## config.mk

```make
export PLATFORM = sky130hd
export DESIGN_NAME = wb_port_arb
export DESIGN_NICKNAME = d
export VERILOG_FILES = /design/src/rtl/wb_port_arb.sv
export SDC_FILE = /design/constraint.sdc
export NUM_CORES = 1
export LEC_CHECK = 0
export CORE_UTILIZATION = 25
export CTS_BUF_LIST = sky130_fd_sc_hd__clkbuf_16
export DETAILED_ROUTE_END_ITERATION = 7
export GPL_TIMING_DRIVEN = 0
export HOLD_SLACK_MARGIN = 0.02
export PLACE_DENSITY = 0.55
export SLEW_MARGIN = 20
export SYNTH_ARGS = -nofsm -noshare
export SYNTH_HDL_FRONTEND = slang
export SYNTH_SLANG_ARGS = --single-unit
```

## constraint.sdc

```tcl
create_clock -name clk -period 4.3 [get_ports clk]
set_input_delay 0.86 -clock clk [delete_from_list [all_inputs] [get_ports clk]]
set_output_delay 0.86 -clock clk [all_outputs]
set_load 0.02 [all_outputs]
```

## src/rtl/wb_port_arb.sv

```systemverilog
// wb_port_arb: shares the regfile write port between pipeline writeback and a load-return FIFO.
// Define WB_ARB_PERF_EN to add perf_stall_cnt, a saturating count of pipe stall cycles.
module wb_port_arb #(
  parameter int XLEN     = 32,
  parameter int LQ_DEPTH = 4,
  parameter int MAX_WAIT = 3
) (
  input  logic                      clk,
  input  logic                      rst,
  input  logic                      pipe_valid,
  input  logic [4:0]                pipe_rd,
  input  logic [XLEN-1:0]           pipe_data,
  output logic                      pipe_stall,
  input  logic                      lsu_valid,
  output logic                      lsu_ready,
  input  logic [4:0]                lsu_rd,
  input  logic [XLEN-1:0]           lsu_data,
  output logic                      rf_we,
  output logic [4:0]                rf_waddr,
  output logic [XLEN-1:0]           rf_wdata,
  output logic [$clog2(LQ_DEPTH):0] lq_count
`ifdef WB_ARB_PERF_EN
  ,
  output logic [31:0]               perf_stall_cnt
`endif
);

  localparam int PW = $clog2(LQ_DEPTH);
  localparam int CW = PW + 1;
  localparam int WW = $clog2(MAX_WAIT + 1);

  typedef enum logic {S_PIPE, S_LSU} state_t;

  state_t          state_q, state_d;
  logic [PW-1:0]   wr_ptr_q, wr_ptr_d;
  logic [PW-1:0]   rd_ptr_q, rd_ptr_d;
  logic [CW-1:0]   count_q, count_d;
  logic [WW-1:0]   wait_q, wait_d;
  logic            rf_we_q, rf_we_d;
  logic [4:0]      rf_waddr_q, rf_waddr_d;
  logic [XLEN-1:0] rf_wdata_q, rf_wdata_d;

  logic [4:0]      lq_rd_mem   [LQ_DEPTH];
  logic [XLEN-1:0] lq_data_mem [LQ_DEPTH];

  logic            push;
  logic            q_nonempty;
  logic            grant_pipe;
  logic            grant_lq;
  logic [4:0]      head_rd;
  logic [XLEN-1:0] head_data;

  // Readiness uses the pre-dequeue count, so a full queue refuses a push even while draining.
  assign lsu_ready  = (count_q != CW'(LQ_DEPTH));
  assign q_nonempty = (count_q != '0);
  assign push       = lsu_valid && lsu_ready;
  assign head_rd    = lq_rd_mem[rd_ptr_q];
  assign head_data  = lq_data_mem[rd_ptr_q];

  always_comb begin
    state_d    = state_q;
    wait_d     = wait_q;
    grant_pipe = 1'b0;
    grant_lq   = 1'b0;
    pipe_stall = 1'b0;

    case (state_q)
      S_PIPE: begin
        if (pipe_valid) begin
          grant_pipe = 1'b1;
        end else if (q_nonempty) begin
          grant_lq = 1'b1;
        end
      end
      S_LSU: begin
        grant_lq   = q_nonempty;
        pipe_stall = pipe_valid;
      end
      default: ;
    endcase

    count_d  = count_q + CW'(push) - CW'(grant_lq);
    wr_ptr_d = push ? wr_ptr_q + PW'(1) : wr_ptr_q;
    rd_ptr_d = grant_lq ? rd_ptr_q + PW'(1) : rd_ptr_q;

    case (state_q)
      S_PIPE: begin
        if (grant_pipe && q_nonempty) begin
          wait_d = wait_q + WW'(1);
        end else begin
          wait_d = '0;
        end
        // Starvation limit reached, or queue full at end of cycle: force one drain cycle.
        if ((grant_pipe && q_nonempty && wait_q == WW'(MAX_WAIT - 1)) ||
            count_d == CW'(LQ_DEPTH)) begin
          state_d = S_LSU;
          wait_d  = '0;
        end
      end
      S_LSU: begin
        wait_d  = '0;
        state_d = S_PIPE;
      end
      default: state_d = S_PIPE;
    endcase

    rf_we_d    = 1'b0;
    rf_waddr_d = rf_waddr_q;
    rf_wdata_d = rf_wdata_q;
    if (grant_pipe && pipe_rd != 5'd0) begin
      rf_we_d    = 1'b1;
      rf_waddr_d = pipe_rd;
      rf_wdata_d = pipe_data;
    end else if (grant_lq && head_rd != 5'd0) begin
      rf_we_d    = 1'b1;
      rf_waddr_d = head_rd;
      rf_wdata_d = head_data;
    end
  end

  always_ff @(posedge clk or negedge rst) begin
    if (!rst) begin
      state_q    <= S_PIPE;
      wr_ptr_q   <= '0;
      rd_ptr_q   <= '0;
      count_q    <= '0;
      wait_q     <= '0;
      rf_we_q    <= 1'b0;
      rf_waddr_q <= '0;
      rf_wdata_q <= '0;
    end else begin
      state_q    <= state_d;
      wr_ptr_q   <= wr_ptr_d;
      rd_ptr_q   <= rd_ptr_d;
      count_q    <= count_d;
      wait_q     <= wait_d;
      rf_we_q    <= rf_we_d;
      rf_waddr_q <= rf_waddr_d;
      rf_wdata_q <= rf_wdata_d;
    end
  end

  // Queue storage needs no reset: entries are only read once the count covers them.
  always_ff @(posedge clk) begin
    if (push) begin
      lq_rd_mem[wr_ptr_q]   <= lsu_rd;
      lq_data_mem[wr_ptr_q] <= lsu_data;
    end
  end

  assign rf_we    = rf_we_q;
  assign rf_waddr = rf_waddr_q;
  assign rf_wdata = rf_wdata_q;
  assign lq_count = count_q;

`ifdef WB_ARB_PERF_EN
  logic [31:0] perf_q, perf_d;

  always_comb begin
    perf_d = perf_q;
    if (pipe_stall && perf_q != 32'hFFFF_FFFF) begin
      perf_d = perf_q + 32'd1;
    end
  end

  always_ff @(posedge clk or negedge rst) begin
    if (!rst) begin
      perf_q <= '0;
    end else begin
      perf_q <= perf_d;
    end
  end

  assign perf_stall_cnt = perf_q;
`endif

endmodule
```

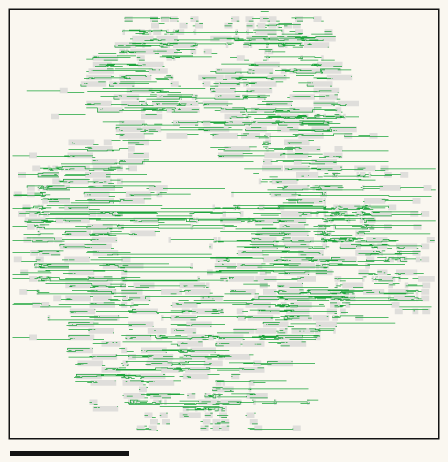
Figure 1: run 1, met1 routing.
Scale bar: 50 µm.
longest straight run: 71.3 µm
share of all routed wire: 46%
nets with wire on the layer: 635
main direction: horizontal
final routed wirelength across all metal layers: 20400 µm
via count: 4537
met1 usage: 18.5%

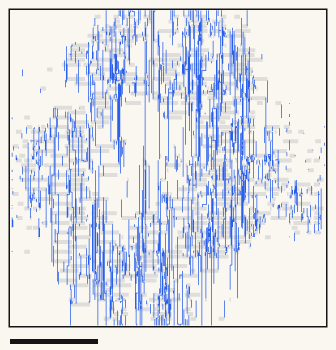
Figure 2: run 1, signal wires on met2.
Scale bar: 50 µm.
nets with wire on the layer: 594
wire length on this layer: 9790 µm
routing usage on met2: 21.0%

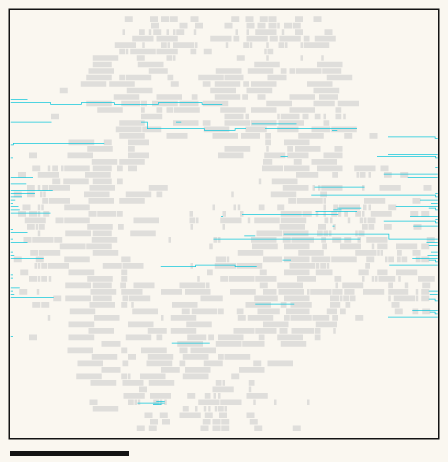
Figure 3: run 1, signal wires on met3.
Scale bar: 50 µm.
main direction: horizontal
longest straight run: 61.2 µm
met3 usage in global routing: 3.05%

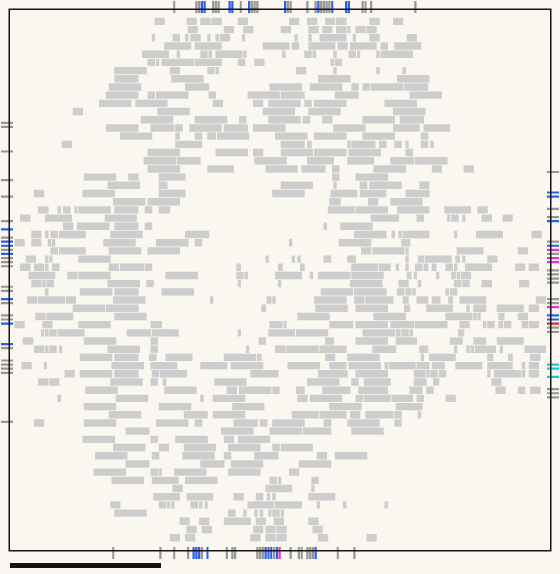
Figure 4: run 1, I/O pins on the die edge.
Scale bar: 50 µm. Pins as bars across the die edge, other pins in gray.
| color | port | pins | direction | edge |
|---|---|---|---|---|
| red | pipe_valid | 1 | input | right |
| magenta | rf_waddr | 5 | output | 4 right, 1 bottom |
| cyan | lq_count | 3 | output | right |
| blue | rf_wdata | 32 | output | 10 top, 9 bottom, 7 left, 6 right |
width of the die: 179 µm
y dimension of the die: 179 µm
quantity of I/O buffers inserted on ports: 120

==> run notes, run 1 <==
The synthesis and PnR run went through. Walking the worst path, the cells encountered are clkdlybuf4s50_1 -> nor2b_1 -> or2_1 -> clkbuf_1 -> inv_2 -> ha_1 -> inv_1 -> ha_1 -> fa_1 -> xor3_1 -> or3_1 -> nand2_1 -> nor2_1. The die covers roughly 0.032 mm². Remaining routing DRC violations landed at 28. The final reports fail on design-rule violations. Internal power contribution landed at approximately 4.6 mW.

Hold timing on the final database bottoms out at a slack of 0.355 ns. The tree built by TritonCTS fans out to approximately 200 sinks. Number of setup violations in the final report landed at 0. After layout, the clock buffer instance count stands at 17. Post-synthesis net count landed at ~550. Clock network power share landed at approximately 22%. In the final layout, multi-input gates take up ~20% of the cell area. Looking at the VDD voltage map, the peak drop is approximately 400 µV.

Via-per-instance ratio landed at 4.47. The type recorded for the worst min-delay path is input port to asynchronous set/reset pin. The worst setup path is captured at a flip-flop. Part of the power in combinational logic landed at between 30% and 40%. Final routed wire length divided by cell count landed at roughly 20 µm. Half-perimeter wire length after placement landed at between 10000 and 15000 µm. The number of multi-input combinational cells in the layout is around 230.

Registers represent a cell area share of between 50% and 60%. Share of cells above drive strength 1 landed at 14.1%. In this run, synthesis produced a sequential element count of about 200. Total power per unit cell area landed at approximately 690 mW/mm². Per the post-CTS timing run, clock transition at the registers of the reported paths is 0.08 ns. Initial antenna violation count landed at 0. Count of antenna-violating nets left after detailed routing landed at 0. Final-layout fill cell count landed at 3038. For this run the aggregate overflow at the end of global routing stands at 0.

Row count landed at approximately 64. Cell area after technology mapping landed at 0.00785 mm². Looking at the area split, the leading class of cells is registers. Among all cell types in the netlist, the one instantiated most often is sky130_fd_sc_hd__edfxtp_1.

The main area contributors are sky130_fd_sc_hd__edfxtp_1 (57%), sky130_fd_sc_hd__dfrtp_1 (15%), sky130_fd_sc_hd__mux4_2 (8.9%). The final power report lists total power as just over 7 mW. Summing all multi-input logic gate instances after layout gives between 0.002 and 0.0025 mm².

Minimum setup slack after placement landed at ~0.012 ns. The critical path in this run is classified as input port to flip-flop. Number of inserted diodes landed at 1. The first detailed-routing pass took 6 iterations. Total global routing track utilization landed at 13.2%. Post-placement cell area landed at ~0.0097 mm². Ranked by flip-flop count, first place goes to lq_data_mem.

The run finished, with violations left. Portion of the clock cycle consumed by the worst path in the final layout landed at approximately nine tenths. The cell count after synthesis came out at about 460.

The area taken by sequential standard cells is reported as around 0.0056 mm².
-- run 1: worst paths after layout --
check / endpoint / slack, ns / cells past startpoint
worst max-delay path: wait_q[0] / 0.45 / 13
worst min-delay path: lq_count[2] / 0.36 / 1
worst max register to register: wait_q[0] / 0.94 / 12
worst min register to register: wait_q[0] / 0.42 / 1
max in group asynchronous: rf_wdata[16] / 3.45 / 2
min in group clk: wait_q[0] / 0.42 / 1
-- run 1: cell families after synthesis --
group | share of synthesized area, %
flops | 71.9
simple gates | 5.39
compound gates | 7.41
buf+inv | 2.26
xor+xnor | 0.637
fa+ha+maj | 1.37
mux | 11.0
-- run 1: routing by layer --
metal / vias to the layer above / share of wire [%] / global-route usage, %
met3: 6 / 5.1 / 3.05
met5: - / 0 / 0
met2: 103 / 48 / 21.0
li1: 2110 / - / -
met1: 2318 / 46 / 18.5
met4: 0 / 0.37 / 2.63
-- run 1: placed cells by master, fill, tap and decap left out, drive strengths merged, types with 2 or more instances in the layout --
cell type,instances
edfxtp,148
clkdlybuf4s50,119
nor2,73
a211oi,66
dfrtp,48
mux4,37
clkbuf,35
inv,18
buf,18
ha,7
nand2,6
and3,5
nor3,4
clkinv,4
xnor2,3
o21ai,3
and2,2
or4,2
a21oi,2
clkinvlp,2
-- run 1: power by group through the flow --
stage / Combinational [mW] / Clock (mW) / Sequential [mW]
after floorplan: 1.39 / 0 / 3.03
after detailed placement: 2.79 / 0 / 2.83
after global placement: 2.69 / 0 / 2.84
after CTS: 2.80 / 1.60 / 2.79
after global routing: 2.95 / 1.68 / 2.84
final: 2.72 / 1.56 / 2.78
Figure 5. Track usage over the die (run 1).
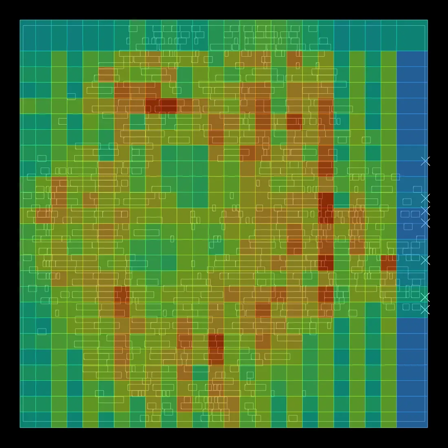

==> run 2, diff against run 1 <==
clock period = 3.65 ns   (was 4.3 ns; I/O delays follow)
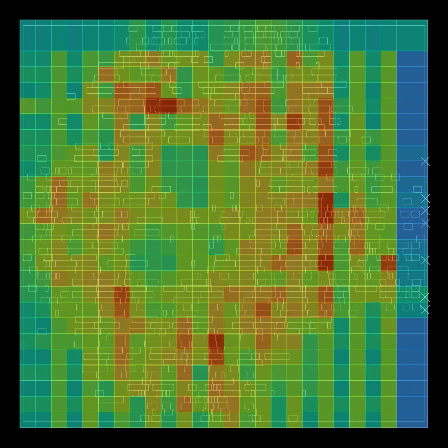
Figure 6: run 2, track usage over the die.
Layout Utilization: 33.3%
gr usage total: 13.2%
routing usage on met2: 21.1%

==> run notes, run 2 <==
The synthesis and PnR run went through. The minimum setup slack after placement is -0.508 ns (-0.520 ns). The number of buffers added on ports was 120 (unchanged). The sequential standard cell area is 0.00565 mm² (unchanged). Stage-log warning count landed at 29. Post-synthesis net count landed at 548 (unchanged). Internal reg-to-reg setup slack landed at 0.67 ns (-0.27 ns). Number of inserted diodes landed at 0 (-1). The remaining routing DRC violations came to 14 (-50%). The library cell used most frequently in the layout, excluding fill and tap cells, is sky130_fd_sc_hd__edfxtp_1. The final reports fail on design-rule violations. STA classifies the critical path endpoint as a flip-flop.

Horizontal die size landed at 179 µm (unchanged). Share of cells above drive strength 1 landed at 14.2% (+0.18 points). Number of setup violations in the final report landed at 0 (unchanged). Post-placement cell area landed at 0.00967 mm² (unchanged). Total power per unit cell area landed at 813 mW/mm² (+18%). The die boundary height came to 179 µm (unchanged). The post-synthesis sequential element count was 196 (unchanged).

In the post-synthesis netlist, the cell with the most instances is sky130_fd_sc_hd__edfxtp_1. Per the synth stats, the proportion of register bits with asynchronous set or reset is between 20% and 30%. The largest voltage drop on the vdd net came to 469 µV (+18%). Final routed wire length divided by cell count landed at 20.1 µm (+0.28%). Final-layout fill cell count landed at 3040 (+0.066%). Area of the multi-input gates landed at 0.00203 mm² (unchanged). Final non-filler cell area landed at between 0.01 and 0.015 mm². The most common logic cells in the final layout are sky130_fd_sc_hd__edfxtp_1 (148), sky130_fd_sc_hd__clkdlybuf4s50_1 (119), sky130_fd_sc_hd__nor2_1 (72). The depth of the most critical reg-to-reg path came to 7 (-5). The critical path is of the input port to flip-flop type. The script extracted a total leakage power of about 3.5 nW.

For reference, the critical path cell chain is clkdlybuf4s50_1 -> nor2b_1 -> or2_2 -> inv_2 -> ha_1 -> inv_1 -> ha_1 -> fa_1 -> xor3_1 -> or3_1 -> nand2_1 -> nor2_1. Overflow left after global routing landed at 0 (unchanged). Tightest hold margin landed at 0.223 ns (-0.132 ns). The iteration tally of the first detailed-router pass is 6 (unchanged).

STA lists the endpoint of the worst register-to-register path as rf_wdata[2]. The gate count of the mapped netlist came to 462 (unchanged). Sink count of the clock tree landed at 196 (unchanged).

Portion of the clock cycle consumed by the worst path in the final layout landed at between 90 and 100%. The flow ran to the end, but the final reports show violations. The via-per-instance ratio was 4.47 (+0.11%). The min-delay analysis places its worst path in the category input port to asynchronous set/reset pin. Sorting the synthesized cells by area gives the leading types as sky130_fd_sc_hd__edfxtp_1 (57%), sky130_fd_sc_hd__dfrtp_1 (15%), sky130_fd_sc_hd__mux4_2 (8.9%).

Half-perimeter wire length after placement landed at 13800 µm (unchanged). Full die area landed at 0.0321 mm² (unchanged). The row count is 64 (unchanged). The register with the most flip-flops in the final layout is lq_data_mem. Cell area after technology mapping landed at 0.00785 mm² (unchanged).

The initial antenna violation count came to 0 (unchanged).
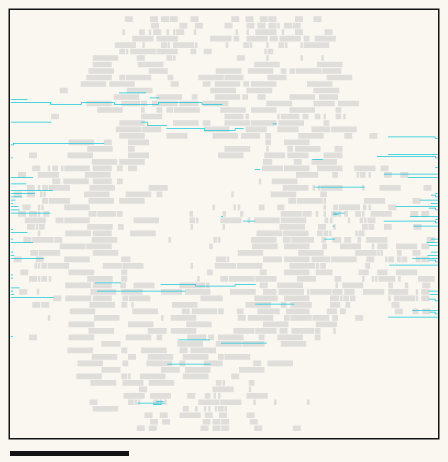
Figure 7: run 2, signal wires on met3.
Scale bar: 50 µm.
longest straight run: 38.0 µm
nets with wire on the layer: 74
via count: 4533
final routed wirelength across all metal layers: 20400 µm

run 2: cell counts after synthesis:
No cell type changed its count.
run 2: logic make-up after synthesis:
kind of cell,count (synthesis),synth area share (%)
XOR/XNOR,4,0.637
AND/OR/NAND/NOR,98,5.39
flip-flops,196,71.9
buffers and inverters,40,2.26
multiplexers,38,11.0
adder cells (fa/ha/maj),8,1.37
AND-OR/OR-AND,78,7.41
run 2: where the power goes:
group | leakage [nW] | internal (mW) | switching [mW]
Combinational | 1.30 | 1.40 | 1.80
Sequential | 1.92 | 3.04 | 0.234
Clock | 0.282 | 0.964 | 0.874
run 2: layer usage:
| metal | track usage (%) | vias up | part of all wire [%] |
|---|---|---|---|
| li1 | - | 2107 | - |
| met1 | 18.4 | 2314 | 47 |
| met2 | 21.1 | 105 | 48 |
| met3 | 3.05 | 7 | 4.1 |
| met4 | 2.63 | 0 | 0.54 |
| met5 | 0 | - | 0 |
run 2: how the worst max path moves through the flow:
stage | startpoint | cells after the start | slack (ns) | to
after global routing | pipe_valid | 12 | 0.14 | wait_q[1]
after CTS | pipe_valid | 12 | 0.12 | wait_q[0]
after floorplan | pipe_valid | 12 | 0.60 | wait_q[0]
after detailed placement | pipe_valid | 13 | -0.51 | wait_q[0]
final | pipe_valid | 12 | 0.34 | wait_q[0]
after global placement | pipe_valid | 13 | -0.48 | wait_q[0]
run 2: final cells by class:
cell class              count  area share [%]
repair buffers            125            12.8
multi-input cells         226            19.9
well taps                 396            4.84
flip-flops and latches    196            55.2
clock buffers              17            4.16
plain buffers              29            1.33
inverters                  10           0.367
clock inverters            15            1.44
run 2: what timing repair did:
item | in CTS | in global routing
gates resized | 0 | 1
setup endpoints to repair | 3 | 3
buffers inserted | 0 | 0
Figure 8. Signal wires on met2 (run 2).
Scale bar: 50 µm.
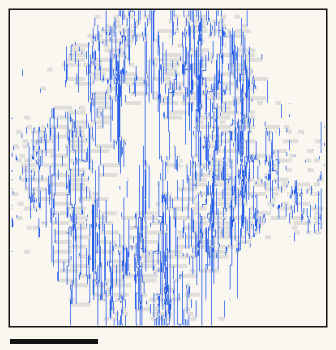

==> run 3, diff against run 2 <==
CTS_BUF_LIST = sky130_fd_sc_hd__clkbuf_8   (was sky130_fd_sc_hd__clkbuf_16)
HOLD_SLACK_MARGIN = 0.06   (was 0.02)
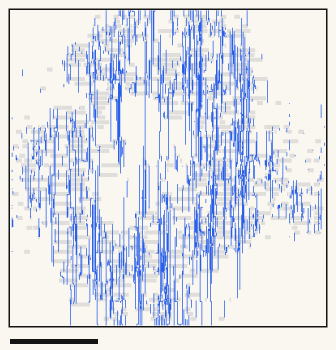
Figure 9: run 3, signal wires on met2.
Scale bar: 50 µm.
wire length on this layer: 9780 µm
longest straight run: 69.7 µm
nets with wire on the layer: 595
main direction: vertical
share of all routed wire: 48%
via count: 4545
final routed wirelength across all metal layers: 20400 µm
routing usage on met2: 21.1%

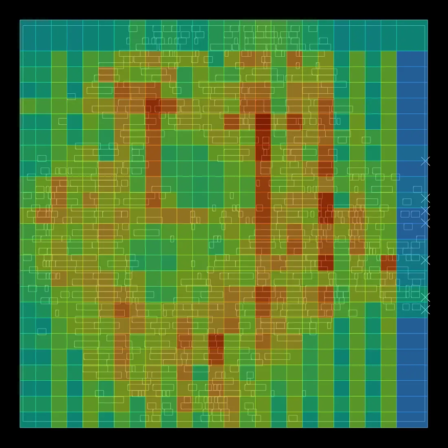
Figure 10: run 3, track usage over the die.
grt peak-use layer: met2
met3 usage in global routing: 3.12%
gr usage total: 13.2%
met1 usage: 18.2%
Layout Utilization: 32.7%

==> run notes, run 3 <==
The synthesis and PnR run went through. The row count is 64 (unchanged). Post-synthesis sequential element count landed at 196 (unchanged). The full die area is 0.0321 mm² (unchanged). The run finished, with violations left. By instance count after routing, the leading logic cell type is sky130_fd_sc_hd__edfxtp_1.

Share of flip-flops with an asynchronous set or reset landed at 24.5% (unchanged). Share of cells above drive strength 1 landed at 14.2% (unchanged). Net switching share of the total power landed at 36.4% (+1.4 points).

The stage-log warning count is 29 (unchanged). Clock network power share landed at 17.6% (-4.5 points). Area of the multi-input gates landed at 0.00203 mm² (unchanged).

Via-per-instance ratio landed at 4.48 (+0.26%). The switching power summed over all nets was 2.86 mW (-1.6%). Per the cell usage report, the commonest logic cells after layout are sky130_fd_sc_hd__edfxtp_1 (148), sky130_fd_sc_hd__clkdlybuf4s50_1 (119), sky130_fd_sc_hd__nor2_1 (72).

Number of inserted diodes landed at 0 (unchanged). The cell depth of the worst setup path was 12 (unchanged). Final-layout fill cell count landed at 3060 (+0.66%). OpenSTA lists the critical path startpoint as pipe_valid. Portion of the clock cycle consumed by the worst path in the final layout landed at 89.5% (-1.2 points). Sequential-cell power consumption landed at 3.27 mW (about the same).

The number of setup violations in the final report came to 0 (unchanged). Iteration tally of the first detailed-router pass landed at 6 (unchanged). Number of buffers added on ports landed at 120 (unchanged). The final routed wire length divided by cell count came to 20.1 µm (about the same). The remaining routing DRC violations is 14 (unchanged). Power in combinational cells landed at 3.21 mW (about the same). Die boundary height landed at 179 µm (unchanged). The final reports fail on design-rule violations. Horizontal die size landed at 179 µm (unchanged).

The leakage power total came to 3.41 nW (-2.5%). The number of buffers inserted by post-CTS setup repair came to 0 (unchanged). Number of gates resized after CTS landed at 0 (unchanged). Per STA, the worst path is made up of clkdlybuf4s50_1 -> nor2b_1 -> or2_2 -> inv_2 -> ha_1 -> inv_1 -> ha_1 -> fa_1 -> xor3_1 -> or3_1 -> nand2_1 -> nor2_1. Sequential standard cell area landed at 0.00565 mm² (unchanged). Gate count of the mapped netlist landed at 462 (unchanged). lq_data_mem holds more flip-flops than any other register.

Largest voltage drop on the vdd net landed at 352 µV (-25%). Initial antenna violation count landed at 0 (unchanged). The critical path is of the input port to flip-flop type. The post-synthesis net count was 548 (unchanged).
-- run 3: cell counts after synthesis --
Identical to the previous run, type by type.
-- run 3: per-stage QoR --
| step | instance area, µm² | hold WS [ns] |
|---|---|---|
| after floorplan | 7850 | 0.402 |
| after CTS | 10000 | 0.161 |
| final | 10000 | 0.166 |
| after global routing | 10000 | 0.167 |
| after global placement | 9550 | 0.419 |
| after detailed placement | 9670 | 0.413 |
-- run 3: cell families (layout without fill, tap and decap cells) --
group                    count (synthesis)  in the layout  share of synthesized area (%)
AND/OR/NAND/NOR                         98             98                           5.39
buffers and inverters                   40            196                           2.26
XOR/XNOR                                 4              4                          0.637
flip-flops                             196            196                           71.9
adder cells (fa/ha/maj)                  8              8                           1.37
AND-OR/OR-AND                           78             78                           7.41
multiplexers                            38             38                           11.0
-- run 3: routing by layer --
layer  vias up  routed length (µm)  global-route usage (%)  part of all wire [%]
met5         -                   0                       0                     0
met4         0                 146                    2.84                  0.72
met3         9                 830                    3.12                   4.1
met2        94                9780                    21.1                    48
met1      2335                9640                    18.2                    47
li1       2107                   -                       -                     -
-- run 3: path summary, 6_finish.rpt --
kind / end / slack, ns
worst max-delay path: wait_q[0] / 0.38
worst min-delay path: lq_count[2] / 0.17
worst max register to register: rf_wdata[4] / 0.65
worst min register to register: wait_q[0] / 0.43
max in group asynchronous: rf_wdata[5] / 2.97
min in group clk: wait_q[0] / 0.43
-- run 3: area by class of cell --
type / instances / area share [%]
Clock buffer: 17 / 2.33
Sequential cell: 196 / 56.2
Inverter: 10 / 0.374
Timing Repair Buffer: 125 / 13.1
Clock inverter: 15 / 1.47
Multi-Input combinational cell: 226 / 20.3
Tap cell: 396 / 4.93
Buffer: 29 / 1.36
Power is estimated from default activity; no workload was simulated.
